--- src/rtl/nn_fixed_pkg.sv ---
// Shared Q4.12 fixed-point types, limits and the round/saturate helper
// used by the neuron MAC and the activation stage.
package nn_fixed_pkg;

  localparam int unsigned DATA_W = 16;
  localparam int unsigned FRAC_W = 12;
  localparam int unsigned ACC_W  = 40;
  localparam int unsigned PROD_W = 2 * DATA_W;

  typedef logic signed [DATA_W-1:0] q4_12_t;

  localparam q4_12_t Q_MIN = 16'h8000;
  localparam q4_12_t Q_MAX = 16'h7FFF;

  // Rounded, clipped Q4.12 value plus the clip flag
  typedef struct packed {
    logic   sat;
    q4_12_t sum;
  } round_res_t;

  // Round a Q(ACC_W-24).24 value half-up to Q4.12 and saturate
  function automatic round_res_t sat_round(input logic signed [ACC_W-1:0] acc);
    logic signed [ACC_W:0] ext;
    logic signed [ACC_W:0] r;
    round_res_t            res;
    ext = {acc[ACC_W-1], acc};
    r   = (ext + ((ACC_W+1)'(1) <<< (FRAC_W-1))) >>> FRAC_W;
    // r fits in DATA_W bits only when every bit above the sign bit matches it
    if (r[ACC_W:DATA_W-1] != {(ACC_W-DATA_W+2){r[ACC_W]}}) begin
      res.sat = 1'b1;
      res.sum = r[ACC_W] ? Q_MIN : Q_MAX;
    end else begin
      res.sat = 1'b0;
      res.sum = r[DATA_W-1:0];
    end
    return res;
  endfunction

endpackage

--- src/rtl/q_round_sat.sv ---
// Combinational accumulator-to-Q4.12 round-half-up with saturation flag.
module q_round_sat
  import nn_fixed_pkg::*;
(
  input  logic signed [ACC_W-1:0] acc,
  output q4_12_t                  sum_c,
  output logic                    sat_c
);

  round_res_t res;

  // Narrow the accumulator through the shared helper
  always_comb begin
    res   = sat_round(acc);
    sum_c = res.sum;
    sat_c = res.sat;
  end

endmodule

--- src/rtl/neuron_mac.sv ---
// Single-neuron multiply-accumulate: streams x/w pairs, adds bias, rounds
// and saturates the pre-activation sum to Q4.12 for the sigmoid lookup.
module neuron_mac
  import nn_fixed_pkg::*;
(
  input  logic              clk,
  input  logic              rst,
  input  logic              in_valid,
  output logic              in_ready,
  input  logic [DATA_W-1:0] in_x,
  input  logic [DATA_W-1:0] in_w,
  input  logic [DATA_W-1:0] in_bias,
  input  logic              in_last,
  output logic              out_valid,
  input  logic              out_ready,
  output logic [DATA_W-1:0] out_sum,
  output logic              out_sat
);

  localparam logic [2:0] IDLE  = 3'd0;
  localparam logic [2:0] ACCUM = 3'd1;
  localparam logic [2:0] DRAIN = 3'd2;
  localparam logic [2:0] ROUND = 3'd3;
  localparam logic [2:0] OUT   = 3'd4;

  logic [2:0]              state;
  logic [2:0]              state_n;
  logic signed [ACC_W-1:0] acc;
  logic signed [PROD_W-1:0] prod_q;
  logic                    prod_vld;
  logic signed [PROD_W-1:0] prod_c;
  logic signed [ACC_W-1:0] prod_ext_c;
  logic signed [ACC_W-1:0] bias_ext_c;
  logic                    beat_c;
  q4_12_t                  rnd_sum_c;
  logic                    rnd_sat_c;

  assign beat_c     = in_valid && in_ready;
  assign prod_c     = $signed(in_x) * $signed(in_w);
  assign prod_ext_c = {{(ACC_W-PROD_W){prod_q[PROD_W-1]}}, prod_q};
  assign bias_ext_c = {{(ACC_W-DATA_W-FRAC_W){in_bias[DATA_W-1]}}, in_bias, {FRAC_W{1'b0}}};

  q_round_sat u_round (
    .acc   (acc),
    .sum_c (rnd_sum_c),
    .sat_c (rnd_sat_c)
  );

  // State register
  always_ff @(posedge clk) begin
    if (rst) state <= IDLE;
    else     state <= state_n;
  end

  // Next-state decode
  always_comb begin
    state_n = state;
    case (state)
      IDLE:    if (beat_c) state_n = in_last ? DRAIN : ACCUM;
      ACCUM:   if (beat_c && in_last) state_n = DRAIN;
      DRAIN:   state_n = ROUND;
      ROUND:   state_n = OUT;
      OUT:     if (out_valid && out_ready) state_n = IDLE;
      default: state_n = IDLE;
    endcase
  end

  // Datapath and registered handshake outputs
  always_ff @(posedge clk) begin
    if (rst) begin
      in_ready  <= 1'b0;
      out_valid <= 1'b0;
      out_sum   <= '0;
      out_sat   <= 1'b0;
      acc       <= '0;
      prod_q    <= '0;
      prod_vld  <= 1'b0;
    end else begin
      in_ready  <= (state_n == IDLE) || (state_n == ACCUM);
      out_valid <= (state_n == OUT);
      case (state)
        IDLE: begin
          if (beat_c) begin
            acc      <= bias_ext_c;
            prod_q   <= prod_c;
            prod_vld <= 1'b1;
          end
        end
        ACCUM: begin
          // Product pipeline: add last cycle's product, capture this one
          acc      <= acc + (prod_vld ? prod_ext_c : '0);
          prod_vld <= beat_c;
          if (beat_c) prod_q <= prod_c;
        end
        DRAIN: begin
          acc      <= acc + prod_ext_c;
          prod_vld <= 1'b0;
        end
        ROUND: begin
          out_sum <= rnd_sum_c;
          out_sat <= rnd_sat_c;
        end
        default: ;
      endcase
    end
  end

endmodule

--- config.mk ---
export PLATFORM = sky130hd
export DESIGN_NAME = neuron_mac
export DESIGN_NICKNAME = d
export VERILOG_FILES = /design/src/rtl/nn_fixed_pkg.sv /design/src/rtl/q_round_sat.sv /design/src/rtl/neuron_mac.sv
export SDC_FILE = /design/constraint.sdc
export NUM_CORES = 1
export LEC_CHECK = 0
export ABC_CLOCK_PERIOD_IN_PS = 18100
export CAP_MARGIN = 40
export CORE_ASPECT_RATIO = 1.5
export CORE_MARGIN = 2
export CORE_UTILIZATION = 34
export CTS_CLUSTER_DIAMETER = 40
export DETAILED_ROUTE_END_ITERATION = 16
export HOLD_SLACK_MARGIN = 0.02
export PLACE_DENSITY_LB_ADDON = 0.3
export RECOVER_POWER = 50
export SYNTH_ARGS = -nofsm -noshare
export SYNTH_HDL_FRONTEND = slang
export SYNTH_SLANG_ARGS = --single-unit
export TNS_END_PERCENT = 1
--- constraint.sdc ---
create_clock -name clk -period 18.1 [get_ports clk]
set_clock_uncertainty 0.05 [all_clocks]
set_input_delay 4.525 -clock clk [delete_from_list [all_inputs] [get_ports clk]]
set_output_delay 4.525 -clock clk [all_outputs]
set_load 0.005 [all_outputs]
run_1/power_grid.png
Scale bar: 50 µm. Pins as bars on the die edge. Tap cells in gray.
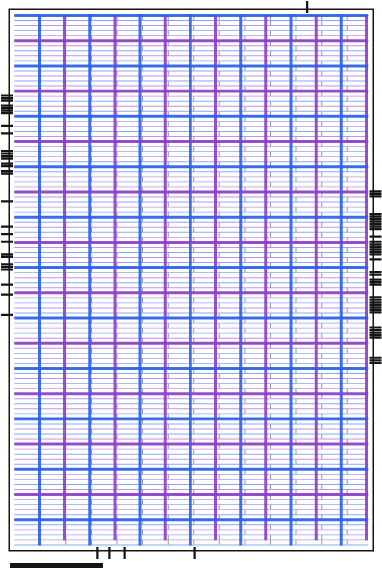
- blue: VSS
- purple: VDD
- met4 straps: 14
- met5 straps: 21
- signal pins: 72
- met1 rails: 106

run_1/placement_by_type.png
Scale bar: 50 µm.
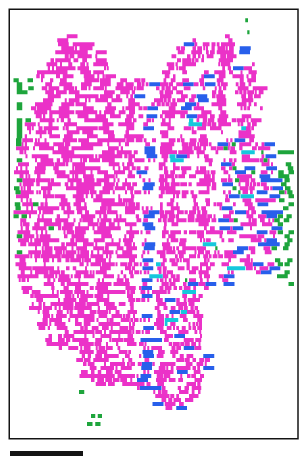
- magenta: combinational and other logic (cells 2,071)
- cyan: clock drivers and dummy loads (cells 16)
- green: remaining buffers and delay cells (cells 86)
- blue: sequential cells (cells 95)

run_1/clk_routes.png
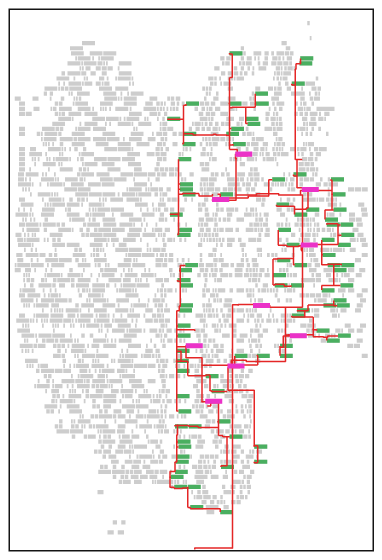
- magenta: clock drivers (count 9)
- red: clock wires (length 1,560 µm)
- green: flip-flops (count 95)
- routed clock nets: 10

run_1/wires.png
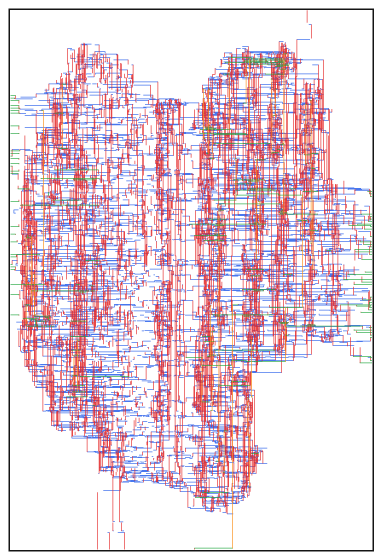
- red: metal 2 (wire length 23.7 mm)
- green: metal 3 (wire length 1,580 µm)
- orange: metal 4 (wire length 1,380 µm)
- blue: metal 1 (wire length 21.1 mm)

==> run_results.csv, run 1 <==
group,metric,value,unit
floorplan,die_width,195.5,µm
final_layout,fin_util,0.3716,
clock_network,cts.htree.levels,3,
synth,topCellsByArea,"fa_1 28%, ha_1 11%, dfxtp_1 10%",
synth,ys_cells,2261,
synth,syn_area_per_cell,8.273,µm²
floorplan,fp_util,0.3431,
final_layout,layout.nets,2741,
run_status,status,"finished, violations left",
clock_network,cts.reportedPaths.clkPinSlew,0.08,ns
synth,flop_cell,"dfxtp_1",
pwr,cellPowerDensity,189.3,mW/mm²
clock_network,cts_buffer_depth,2,
flow_run,warning_count,26,
run_status,violated_checks,"max-capacitance violations, max-slew violations",
flow_run,max-cap-violations,3,
placed_design,port-buffer-count,71,
floorplan,floorplan.die.height,291.3,µm
sta,min_period,11.07,ns
synth,synthTopCellsByCount,"317 x inv_1, 264 x fa_1, 254 x nand2_1, 162 x and2_1, 161 x ha_1",
global_routing,first_global_vias,16190,
clock_network,ctsHoldBuffers,0,
sta,rsz0062_at_grt,"false",
global_routing,pin_count_of_the_biggest_net_entering_global_routing,54,
critical_path,worst_path_most_repeated_cell,"fa_1",
sta,timing_max_transition_violations_final,142,
sta,max_freq,90.35,MHz
synth,ys_sh_aoi,0.1697,
critical_path,cp_slowest_stage_delay,0.85,ns
placed_design,gp_congestion,0.8655,
clock_network,tritoncts_sink_count,95,
final_layout,n_antenna_cell,0,
critical_path,timing.critical_path.to_type,"flip-flop",
final_layout,final_std_cell_area_no_fill,0.02026,mm²
pwr,leakage,9.401,nW
synth,synthTopLogicFamily,"adder cells",
synth,yosysSeqAreaShare,0.1017,
drt,wl_per_cell,16.12,µm
sta,fin_hold_viols,0,
drt,first_iter_violations,763,
sta,worstMarginPinSlew,2.470,ns
clock_network,cts_buf_count,9,
floorplan,core_outline_area,0.05452,mm²
pwr,ir_drop,0.0001332,V
min_path,timing.hold.worst.class,"flip-flop to flip-flop",
critical_path,worstSetupStartpointType,"primary input",
floorplan,die_area,0.05695,mm²
synth,largest_area_cell,"fa_1",
==> run 1: per-layer routing <==
metal	vias up	GRT usage	share of wire
li1	7524	-	-
met2	341	0.3073	0.50
met3	81	0.01356	0.033
met5	-	0	0
met1	7493	0.2126	0.44
met4	0	0.06014	0.029
==> run 1: cells by family after synthesis <==
family          count (synthesis)
compound gates                468
xor+xnor                      114
fa+ha+maj                     425
buf+inv                       412
flops                          95
mux                             4
simple gates                  743
==> run 1: final cells by class <==
type	count	area, µm²
fillers	5572	34260
multi-input cells	1754	15210
clock buffers	9	225.2
flip-flops and latches	95	1902
inverters	317	1190
clock inverters	7	61.31
repair buffers	86	799.5
well taps	695	869.6
==> run 1: stage by stage <==
step | setup WS [ns] | total power, mW
final | 7.032 | 3.835
after global routing | 6.703 | 4.352
after CTS | 7.072 | 3.864
after detailed placement | 6.688 | 3.646
after global placement | 6.735 | 3.582
after floorplan | 7.699 | 3.000
==> run 1: sequential cells by signal, summed over array words and instances (netlist names) <==
register   count
out_sum       16
prod_vld       1
state          3
out_valid      1
in_ready       1
acc           40
out_sat        1
prod_q        32
==> run 1: worst reg2reg max path, delay by kind of cell (launching register included) <==
family / cells / cell delay [ns]
simple gates: 3 / 0.85
flops: 1 / 0.30
buf+inv: 1 / 0.22
fa+ha+maj: 2 / 0.67
compound gates: 6 / 1.97
==> run 1: power breakdown <==
group | total, mW | switching (mW) | internal (mW)
clock | 0.195 | 0.0981 | 0.0966
combinational | 3.36 | 1.86 | 1.49
sequential | 0.283 | 0.0431 | 0.239
==> run 1: final timing paths <==
path	from	to	slack (ns)	cells past startpoint
min	prod_q[9]	prod_q[9]	0.43	2
max	in_x[15]	prod_q[29]	7.03	21
max reg2reg	prod_vld	acc[32]	13.92	12
min reg2reg	prod_q[9]	prod_q[9]	0.43	2
==> run 2, diff against run 1 <==
--- a/config.mk
+++ b/config.mk
@@ -5,7 +5,7 @@
 export SDC_FILE = /design/constraint.sdc
 export NUM_CORES = 1
 export LEC_CHECK = 0
-export ABC_CLOCK_PERIOD_IN_PS = 18100
+export ABC_CLOCK_PERIOD_IN_PS = 11100
 export CAP_MARGIN = 40
 export CORE_ASPECT_RATIO = 1.5
 export CORE_MARGIN = 2
==> constraint.sdc (replaced) <==
create_clock -name clk -period 11.1 [get_ports clk]
set_clock_uncertainty 0.05 [all_clocks]
set_input_delay 2.775 -clock clk [delete_from_list [all_inputs] [get_ports clk]]
set_output_delay 2.775 -clock clk [all_outputs]
set_load 0.005 [all_outputs]
run_2/power_grid.png
Scale bar: 50 µm. Pins as bars on the die edge. Tap cells in gray.
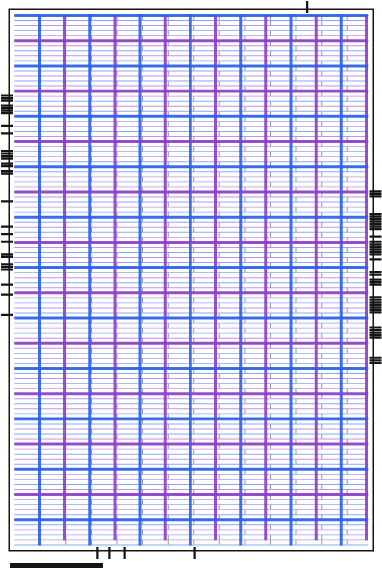
- blue: VSS
- purple: VDD
- rows: 105
- tap cells: 695
- met4 straps: 14
- met5 straps: 21

==> run 2 against run 1 <==
Against the previous run:
- the flow still finishes with violations (max-capacitance violations, max-slew violations)
- flip-flop count stayed put
- first-iteration DRC count fell by 18%
- global-route usage up 0.27 points
- critical path depth stayed put
- synthesized cell count stayed put
- register-to-register slack lost 6.8 ns
- die area is the same
- non-clock buffer count up 1
- critical endpoint unchanged
==> run_results.csv, run 2 <==
group,metric,value,unit
run_status,status,"finished, violations left",
run_status,violated_checks,"max-capacitance violations, max-slew violations",
drt,wl_per_cell,16.21,µm
floorplan,die_width,195.5,µm
final_layout,non_clock_buffer_count_in_the_final_layout,87,
synth,flop_cell,"dfxtp_1",
final_layout,regMostFlops,"acc",
min_path,timing.hold.worst.class,"flip-flop to flip-flop",
final_layout,clkbuf_count,10,
critical_path,cp_slowest_stage_delay,0.85,ns
final_layout,number_of_flip_flops_in_the_largest_register,40,
sta,max_freq,106.9,MHz
final_layout,clock_cell_area_share,0.01626,
final_layout,final-nonclk-buf-share,0.04045,
placed_design,gp_congestion,0.8682,
floorplan,core_outline_area,0.05452,mm²
floorplan,floorplan.die.height,291.3,µm
drt,first_iter_violations,627,
clock_network,cts.htree.levels,3,
synth,topCellsByArea,"fa_1 28%, ha_1 11%, dfxtp_1 10%",
global_routing,globalRouteMet3Util,0.01101,
clock_network,ctsHoldBuffers,0,
clock_network,cts.reportedPaths.clkPinSlew,0.07,ns
final_layout,comb_area,0.01521,mm²
pwr,leakage,9.436,nW
critical_path,timing.critical_path.to_type,"flip-flop",
pwr,ir_drop,0.0002607,V
floorplan,nWellTaps,695,
sta,fin_hold_viols,0,
floorplan,die_area,0.05695,mm²
final_layout,layout.cells.largest_class,"combinational gates",
final_layout,comb_area_share,0.7484,
final_layout,nNonClkInverters,317,
global_routing,grt_use_met2,0.3185,
clock_network,cts_buf_count,9,
sta,timing_max_transition_violations_final,90,
final_layout,largest_registers,"acc x40, prod_q x32, out_sum x16",
final_layout,n_antenna_cell,0,
final_layout,flop-count,95,
critical_path,worst_path_most_repeated_cell,"fa_1",
final_layout,fin_util,0.3727,
sta,rsz0062_at_grt,"false",
sta,worstMarginPinSlew,2.560,ns
clock_network,cts_buffer_depth,2,
flow_run,warning_count,26,
flow_run,max-cap-violations,2,
-- run 2: cell counts after synthesis --
No cell type changed its count.
-- run 2: cell families after synthesis --
logic type / after synthesis / synth area share
fa+ha+maj: 425 / 0.3902
mux: 4 / 0.002207
buf+inv: 412 / 0.08522
compound gates: 468 / 0.1697
flops: 95 / 0.1017
simple gates: 743 / 0.1976
xor+xnor: 114 / 0.05338
-- run 2: metrics by stage --
step / power (mW) / setup slack, ns / instance area (µm²) / hold slack [ns]
2_1_floorplan: 4.892 / 2.449 / 18710 / 0.3940
3_3_place_gp: 5.841 / 1.476 / 20000 / 0.4109
3_5_place_dp: 5.962 / 1.351 / 20020 / 0.4161
4_1_cts: 6.361 / 1.726 / 20350 / 0.4253
5_1_grt: 7.166 / 1.338 / 20320 / 0.4380
6_report: 6.347 / 1.742 / 20320 / 0.4216
-- run 2: routing by layer --
metal | routed length (µm) | vias to the layer above
met5 | 0 | -
met4 | 982 | 0
met3 | 1428 | 67
met2 | 24210 | 319
met1 | 21430 | 7530
li1 | - | 7517
-- run 2: worst max-delay path: cells and delay by family --
family,cells,cell delay (ns)
fa+ha+maj,7,3.70
simple gates,3,0.60
compound gates,7,1.39
buf+inv,4,1.12
-- run 2: where the power goes --
group | switching [mW] | internal [mW]
Clock | 0.150 | 0.206
Sequential | 0.0707 | 0.391
Combinational | 3.09 | 2.44
Total | 3.31 | 3.03
-- run 2: final timing paths --
check / to / startpoint / depth (start not counted) / slack [ns]
min reg2reg: prod_q[0] / prod_q[0] / 2 / 0.42
max: prod_q[29] / in_x[15] / 21 / 1.74
min: prod_q[0] / prod_q[0] / 2 / 0.42
max reg2reg: acc[32] / prod_vld / 13 / 7.09
==> run 3, diff against run 2 <==
--- a/config.mk
+++ b/config.mk
@@ -5,7 +5,7 @@
 export SDC_FILE = /design/constraint.sdc
 export NUM_CORES = 1
 export LEC_CHECK = 0
-export ABC_CLOCK_PERIOD_IN_PS = 11100
+export ABC_CLOCK_PERIOD_IN_PS = 9080
 export CAP_MARGIN = 40
 export CORE_ASPECT_RATIO = 1.5
 export CORE_MARGIN = 2
==> constraint.sdc (replaced) <==
create_clock -name clk -period 9.08 [get_ports clk]
set_clock_uncertainty 0.05 [all_clocks]
set_input_delay 2.27 -clock clk [delete_from_list [all_inputs] [get_ports clk]]
set_output_delay 2.27 -clock clk [all_outputs]
set_load 0.005 [all_outputs]
run_3/placement_by_type.png
Scale bar: 50 µm.
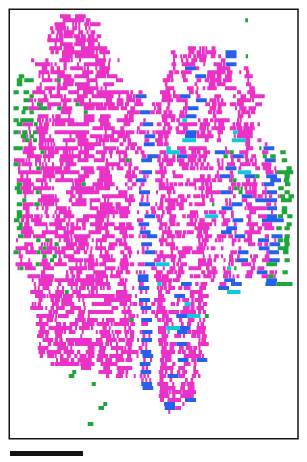
- blue: sequential cells (cells 95)
- green: remaining buffers and delay cells (cells 124)
- cyan: clock drivers and dummy loads (cells 16)
- magenta: combinational and other logic (cells 2,071)

==> run 3 against run 2 <==
Against the previous run:
- the run still ends with max-capacitance violations, max-slew violations left
- largest power group unchanged
- via count up 0.82%
- worst setup slack worse by 1.2 ns
- register-to-register slack worse by 2.0 ns
- critical endpoint is now prod_q[28]
- utilization up 0.39 points
==> run_results.csv, run 3 <==
group,metric,value,unit
synth,syn_area_per_cell,8.273,µm²
pwr,power,7.705,mW
sta,min_period,8.513,ns
synth,synth.cellmix.simpleShare,0.1976,
critical_path,r2r_end,"acc[25]",
clock_network,cts_buf_count,9,
placed_design,gp_congestion,0.9199,
drt,wl_met1,21370,µm
final_layout,nNonClkInverters,317,
final_layout,clock_cell_area_share,0.01371,
pwr,ir_drop,0.0003421,V
sta,timing_max_transition_violations_final,142,
final_layout,clkbuf_count,10,
floorplan,die_area,0.05695,mm²
sta,layout_setup_ws,0.5673,ns
final_layout,multiin_comb,1754,
clock_network,ctsHoldBuffers,0,
sta,rsz0062_at_grt,"false",
final_layout,n_antenna_cell,0,
final_layout,non_clock_buffer_count_in_the_final_layout,124,
synth,xor_xnor_cell_area_share_of_the_yosys_netlist,0.05338,
min_path,hold_end,"out_sum[15]",
floorplan,die_width,195.5,µm
sta,worstMarginPinSlew,2.096,ns
final_layout,regMostFlops,"acc",
drt,top_layer,"met4",
final_layout,final-nonclk-buf-share,0.05283,
global_routing,grt_use_met2,0.3184,
final_layout,number_of_flip_flops_in_the_largest_register,40,
clock_network,cts_buffer_depth,2,
run_status,status,"finished, violations left",
final_layout,comb_area,0.01521,mm²
placed_design,port-buffer-count,71,
clock_network,tritoncts_sink_count,95,
final_layout,comb_area_share,0.7406,
global_routing,pin_count_of_the_biggest_net_entering_global_routing,52,
pwr,leakage,9.574,nW
floorplan,fp_util,0.3431,
min_path,worst_hold_startpoint,"out_sum[15]",
flow_run,max-cap-violations,3,
drt,first_iter_violations,527,
final_layout,flop-count,95,
synth,ys_sh_aoi,0.1697,
floorplan,floorplan.die.height,291.3,µm
synth,synthTopLogicFamily,"adder cells",
run_status,violated_checks,"max-capacitance violations, max-slew violations",
synth,synthTopCellsByCount,"317 x inv_1, 264 x fa_1, 254 x nand2_1, 162 x and2_1, 161 x ha_1",
-- run 3: power by group --
group          leakage, nW  internal [mW]  switching [mW]
registers            0.775          0.477          0.0861
logic                 8.67           3.03            3.73
clock network        0.132          0.191           0.190
-- run 3: logic make-up after synthesis --
logic type,after synthesis
compound gates,468
xor+xnor,114
fa+ha+maj,425
buf+inv,412
flops,95
mux,4
simple gates,743
-- run 3: worst max-delay path, stage by stage --
cell,delay (ns)
clkdlybuf4s50_1,0.84
buf_4,0.25
nand2_1,0.07
fa_1,0.51
inv_1,0.06
fa_1,0.40
fa_1,0.49
inv_1,0.05
fa_1,0.56
fa_1,0.43
fa_1,0.49
inv_1,0.04
ha_1,0.36
a21oi_1,0.15
o21ai_0,0.18
a221o_1,0.34
a31o_2,0.26
a31o_2,0.29
a311o_1,0.31
xor2_1,0.15
nand2_1,0.06
a21oi_1,0.06
-- run 3: how the worst max path moves through the flow --
| stage | startpoint | endpoint | depth (start not counted) |
|---|---|---|---|
| CTS | in_w[3] | prod_q[31] | 21 |
| detailed placement | in_w[3] | prod_q[31] | 21 |
| global placement | in_w[3] | prod_q[31] | 21 |
| finish | in_w[8] | prod_q[28] | 22 |
| floorplan | in_x[15] | prod_q[29] | 21 |
| global route | in_w[3] | prod_q[29] | 21 |
-- run 3: metrics by stage --
stage	util	hold slack [ns]	std cells	area, µm²
global placement	0.3720	0.4175	2984	20280
detailed placement	0.3725	0.4234	2985	20310
floorplan	-	0.3940	2261	18710
finish	0.3766	0.4287	3001	20530
CTS	0.3777	0.4349	3001	20590
global route	0.3766	0.4540	3001	20530
Power and IR drop assume default switching activity.
